M1 wires:
Scale bar: 50 um. Supply wires on this layer in grey.
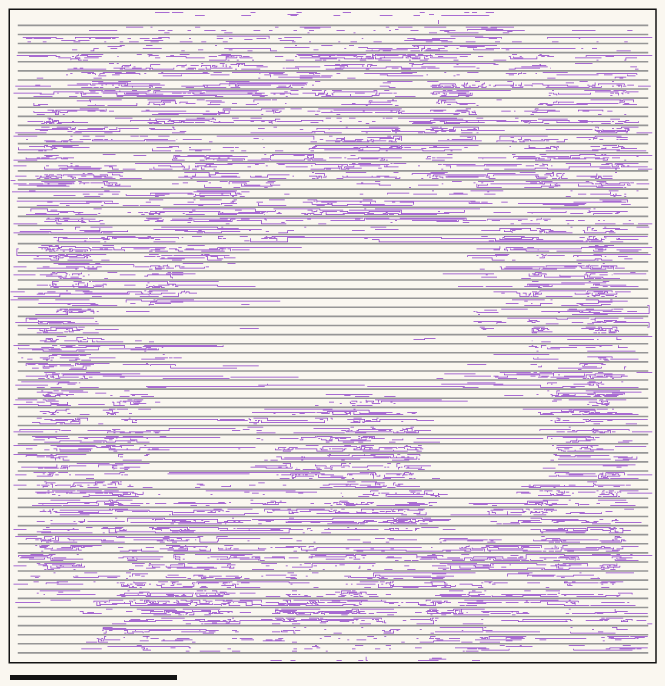
The metal 2 layer:
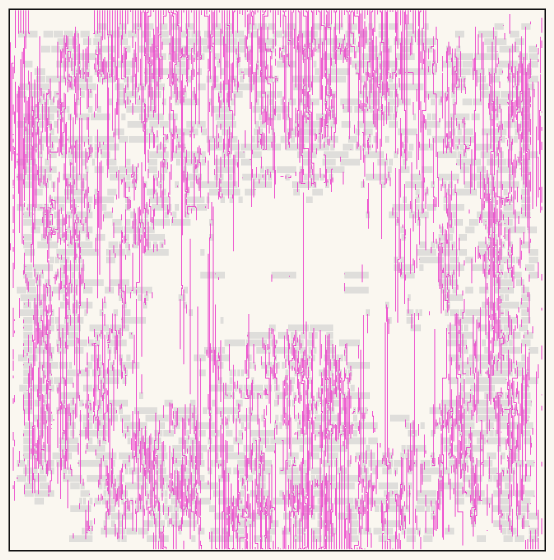
M3 wires:
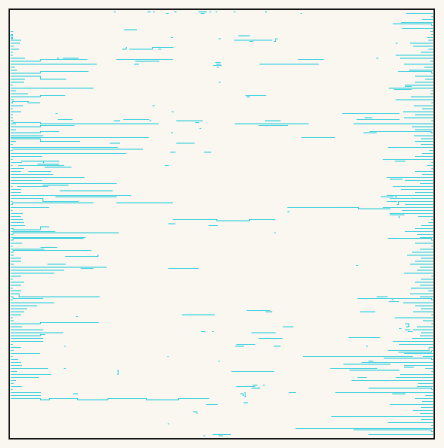
===== src/rtl/pipe_pkg.sv =====
// Shared definitions for the pipeline stage registers: lane field layout,
// per-boundary default widths and the per-lane update decision.
package pipe_pkg;

    // Control field bit positions (ID/EX layout)
    localparam int CTRL_REGWRITE = 0;
    localparam int CTRL_MEMREAD  = 1;
    localparam int CTRL_MEMWRITE = 2;
    localparam int CTRL_MEMTOREG = 3;
    localparam int CTRL_ALUSRC   = 4;
    localparam int CTRL_REGDST   = 5;
    localparam int CTRL_ALUOP    = 6;
    localparam int CTRL_ALUOP_W  = 4;

    // Data payload sub-fields (ID/EX layout, 96 bits total)
    localparam int DATA_REG_W       = 5;
    localparam int DATA_RS_OFF      = 0;
    localparam int DATA_RT_OFF      = 5;
    localparam int DATA_RD_OFF      = 10;
    localparam int DATA_SHAMT_OFF   = 15;
    localparam int DATA_IMM_OFF     = 20;
    localparam int DATA_IMM_W       = 16;
    localparam int DATA_PC1_OFF     = 36;
    localparam int DATA_PC1_W       = 12;
    localparam int DATA_RDATA1_OFF  = 48;
    localparam int DATA_RDATA2_OFF  = 72;
    localparam int DATA_RDATA_W     = 24;

    // Default lane widths for each pipeline boundary
    localparam int IDEX_CTRL_W   = 16;
    localparam int IDEX_DATA_W   = 96;
    localparam int EXMEM_CTRL_W  = 8;
    localparam int EXMEM_DATA_W  = 64;
    localparam int MEMWB_CTRL_W  = 4;
    localparam int MEMWB_DATA_W  = 64;

    typedef enum logic [1:0] {
        LANE_LOAD   = 2'd0,
        LANE_HOLD   = 2'd1,
        LANE_BUBBLE = 2'd2
    } lane_op_e;

    // Flush beats hold beats load; kill squashes whichever lane is kept.
    function automatic lane_op_e lane_op(input logic flush, input logic hold,
                                         input logic kill, input logic valid);
        if (flush)
            return LANE_BUBBLE;
        if (hold)
            return kill ? LANE_BUBBLE : LANE_HOLD;
        return (kill || !valid) ? LANE_BUBBLE : LANE_LOAD;
    endfunction

endpackage


===== src/rtl/pipe_lane_reg.sv =====
// One lane of a pipeline stage register: valid/ctrl/data with
// load, hold and bubble handling. Exposes next-state valid for counters.
module pipe_lane_reg
    import pipe_pkg::*;
#(
    parameter int CTRL_W    = IDEX_CTRL_W,
    parameter int DATA_W    = IDEX_DATA_W,
    parameter int ZERO_DATA = 1
) (
    input  logic              clk,
    input  logic              reset,
    input  logic              i_valid,
    input  logic [CTRL_W-1:0] i_ctrl,
    input  logic [DATA_W-1:0] i_data,
    input  logic              i_hold,
    input  logic              i_flush,
    input  logic              i_kill,
    output logic              o_valid,
    output logic [CTRL_W-1:0] o_ctrl,
    output logic [DATA_W-1:0] o_data,
    output logic              o_valid_next
);

    lane_op_e          w_op;
    logic              r_valid;
    logic [CTRL_W-1:0] r_ctrl;
    logic [DATA_W-1:0] r_data;
    logic              w_valid_next;
    logic [CTRL_W-1:0] w_ctrl_next;
    logic [DATA_W-1:0] w_data_next;

    assign w_op = lane_op(i_flush, i_hold, i_kill, i_valid);

    always_comb begin
        w_valid_next = r_valid;
        w_ctrl_next  = r_ctrl;
        w_data_next  = r_data;
        case (w_op)
            LANE_LOAD: begin
                w_valid_next = 1'b1;
                w_ctrl_next  = i_ctrl;
                w_data_next  = i_data;
            end
            LANE_BUBBLE: begin
                // ctrl is always cleared so downstream enables need no valid gating
                w_valid_next = 1'b0;
                w_ctrl_next  = '0;
                if (ZERO_DATA != 0)
                    w_data_next = '0;
            end
            default: ;
        endcase
    end

    always_ff @(posedge clk) begin
        if (!reset) begin
            r_valid <= 1'b0;
            r_ctrl  <= '0;
            r_data  <= '0;
        end else begin
            r_valid <= w_valid_next;
            r_ctrl  <= w_ctrl_next;
            r_data  <= w_data_next;
        end
    end

    assign o_valid      = r_valid;
    assign o_ctrl       = r_ctrl;
    assign o_data       = r_data;
    assign o_valid_next = w_valid_next;

endmodule


===== src/rtl/pipe_stage_reg.sv =====
// Multi-lane pipeline stage register: one pipe_lane_reg per issue lane
// plus saturating bubble and hold performance counters.
module pipe_stage_reg
    import pipe_pkg::*;
#(
    parameter int LANES     = 2,
    parameter int CTRL_W    = IDEX_CTRL_W,
    parameter int DATA_W    = IDEX_DATA_W,
    parameter int ZERO_DATA = 1,
    parameter int CNT_W     = 16
) (
    input  logic                    clk,
    input  logic                    reset,
    input  logic [LANES-1:0]        in_valid,
    input  logic [LANES*CTRL_W-1:0] in_ctrl,
    input  logic [LANES*DATA_W-1:0] in_data,
    input  logic                    hold,
    input  logic                    flush,
    input  logic [LANES-1:0]        kill,
    output logic [LANES-1:0]        out_valid,
    output logic [LANES*CTRL_W-1:0] out_ctrl,
    output logic [LANES*DATA_W-1:0] out_data,
    output logic [CNT_W-1:0]        bubble_cnt,
    output logic [CNT_W-1:0]        hold_cnt
);

    logic [LANES-1:0] w_valid_next;
    logic             w_bubble_inc;
    logic             w_hold_inc;
    logic [CNT_W-1:0] r_bubble_cnt;
    logic [CNT_W-1:0] r_hold_cnt;

    genvar gi;
    generate
        for (gi = 0; gi < LANES; gi++) begin : g_lane
            pipe_lane_reg #(
                .CTRL_W    (CTRL_W),
                .DATA_W    (DATA_W),
                .ZERO_DATA (ZERO_DATA)
            ) u_lane (
                .clk          (clk),
                .reset        (reset),
                .i_valid      (in_valid[gi]),
                .i_ctrl       (in_ctrl[gi*CTRL_W +: CTRL_W]),
                .i_data       (in_data[gi*DATA_W +: DATA_W]),
                .i_hold       (hold),
                .i_flush      (flush),
                .i_kill       (kill[gi]),
                .o_valid      (out_valid[gi]),
                .o_ctrl       (out_ctrl[gi*CTRL_W +: CTRL_W]),
                .o_data       (out_data[gi*DATA_W +: DATA_W]),
                .o_valid_next (w_valid_next[gi])
            );
        end
    endgenerate

    // Bubble counting looks at the state being written, not the state leaving
    assign w_bubble_inc = (w_valid_next == '0) && (r_bubble_cnt != '1);
    assign w_hold_inc   = hold && !flush && (r_hold_cnt != '1);

    always_ff @(posedge clk) begin
        if (!reset) begin
            r_bubble_cnt <= '0;
            r_hold_cnt   <= '0;
        end else begin
            if (w_bubble_inc)
                r_bubble_cnt <= r_bubble_cnt + CNT_W'(1);
            if (w_hold_inc)
                r_hold_cnt <= r_hold_cnt + CNT_W'(1);
        end
    end

    assign bubble_cnt = r_bubble_cnt;
    assign hold_cnt   = r_hold_cnt;

endmodule


===== config.mk =====
export PLATFORM = sky130hd
export DESIGN_NAME = pipe_stage_reg
export DESIGN_NICKNAME = d
export VERILOG_FILES = /design/src/rtl/pipe_pkg.sv /design/src/rtl/pipe_lane_reg.sv /design/src/rtl/pipe_stage_reg.sv
export SDC_FILE = /design/constraint.sdc
export NUM_CORES = 1
export LEC_CHECK = 0
export ABC_AREA = 1
export CAP_MARGIN = 20
export CORE_AREA = 2 2 191 193
export CTS_CLUSTER_SIZE = 24
export DETAILED_ROUTE_END_ITERATION = 8
export DIE_AREA = 0 0 193 195
export GPL_TIMING_DRIVEN = 0
export SLEW_MARGIN = 20
export SYNTH_ARGS = -nofsm -noshare
export SYNTH_HDL_FRONTEND = slang
export SYNTH_SLANG_ARGS = --single-unit

===== constraint.sdc =====
create_clock -name clk -period 1.65 [get_ports clk]
set_clock_uncertainty 0.2 [all_clocks]
set_input_delay 0.2475 -clock clk [delete_from_list [all_inputs] [get_ports clk]]
set_output_delay 0.2475 -clock clk [all_outputs]
set_load 0.01 [all_outputs]

==> impl_metrics.toml <==
# implementation run metrics
[global_route]
met2_usage = 0.396
grt_pass1_wl_mm = 66.5
antenna_found_initial = 4
grt_usage = 0.226
grt_max_degree = 20

[final_layout]
largest_class = "non-clock buffers"
fillers = 3500
nMultiInputCombCells = 919
syn_to_final_growth_pct = 64.1
fin_area_sq_um = 17300
clock_area_frac = 0.0559
seq_share = 0.303

[place]
post-dp-hpwl_mm = 34.6
gp_congestion = 0.896
portBuffers = 488

[die]
rows = 69
fp_util = 0.298

[routing]
route.met3.wl_mm = 4.41
vias_per_cell = 5.13
m1WireLength_mm = 17.5
route.met2.wl_mm = 22.1
dr.pass1.iters = 5

[synthesis]
ys.flops = 258
synthXorXnorAreaFrac = 0.00829
ys_types = 27
ys_warn_count = 0
mux_share = 0
most_common_cell = "nand3_1"
ys.flop_type = "dfxtp_1"
synth-compound-area-share = 0.120
netlist_area_sq_um = 10600

[timing]
grt_setup_unrepaired = "true"
setup_slack_ns = -0.0499
setup-violations-final = 5
tightest_slew_ns = 0.599
hold_violations = 0

[run_status]
status = "complete, but fails checks"
violations = "negative setup slack"

[critical_path]
worst_path_max_delay_cell = "dfxtp_4"
crit_required_ns = 1.92
rr_worst_depth = 8
crit_path_max_incr_delay_ns = 0.37
worstReg2RegEnd = "hold_cnt[4]$_SDFFE_PN0P_"
cp_common_cell = "nand2_4"
crit_path_start_kind = "flip-flop"

[clocking]
clockBufferDepth = 3
cts_max_level = 1

[pwr]
peakVddDrop_mv = 0.761
Notes on 'M1 wires' above:
The layer holds 38% of the routed length. The layer carries 17500 um of wire. The longest straight run is 62.3 um. The wires run mostly horizontal.
routing usage on met1: 0.255
total length of routed wires: 45.9 mm

Notes on 'the metal 2 layer' above:
The layer carries 22.1 mm of wire. 1814 nets have wire on it. The wires run mostly vertical. The longest straight run is 73.9 um. The layer holds 48% of the routed length.

Notes on 'M3 wires' above:
349 nets have wire on it. The wires run mostly horizontal. The layer carries 4410 um of wire.
met3 usage: 0.0728
via count: 12215

[repair_timing]
action                                  4_1_cts  5_1_grt
pin swaps                                     9       25
endpoints found under the setup margin      515      302
setup buffers                                 9       13
resized                                     572      171
gates cloned                                  4        0
[power by group]
part / internal, uW / switching [uW] / leakage (uW)
Sequential: 6290 / 51.2 / 0.00211
Clock: 3800 / 2710 / 0.000474
Combinational: 783 / 861 / 0.00396
[per-stage QoR]
step	util	setup TNS, ns	cells	setup WS [ns]
floorplan	-	0	1352	0.00775
global placement	0.453	-200.09	2301	-0.890
finish	0.490	-0.0825	2381	-0.0499
global route	0.490	-1.30	2380	-0.142
CTS	0.485	-0.0121	2368	-0.00664
detailed placement	0.453	-208.13	2301	-0.903
[sequential cells by signal (all words and copies together), names as in the netlist]
signal and cells:
g_lane.u_lane.o_data 192, g_lane.u_lane.o_ctrl 32, bubble_cnt 16, hold_cnt 16, g_lane.u_lane.o_valid 2
[worst min path at each step]
stage | start | endpoint | slack [ns]
2_1_floorplan | reset | hold_cnt[0]$_SDFFE_PN0P_ | 0.17
3_3_place_gp | g_lane[1].u_lane.o_data[10]$_SDFFE_PN0P_ | g_lane[1].u_lane.o_data[10]$_SDFFE_PN0P_ | 0.27
3_5_place_dp | g_lane[1].u_lane.o_data[20]$_SDFFE_PN0P_ | g_lane[1].u_lane.o_data[20]$_SDFFE_PN0P_ | 0.27
4_1_cts | in_ctrl[17] | g_lane[1].u_lane.o_ctrl[1]$_SDFFE_PN0P_ | 0.04
5_1_grt | in_ctrl[22] | g_lane[1].u_lane.o_ctrl[6]$_SDFFE_PN0P_ | 0.07
6_report | in_ctrl[17] | g_lane[1].u_lane.o_ctrl[1]$_SDFFE_PN0P_ | 0.07
No activity file was given, so power comes from the tool's default toggle rates.
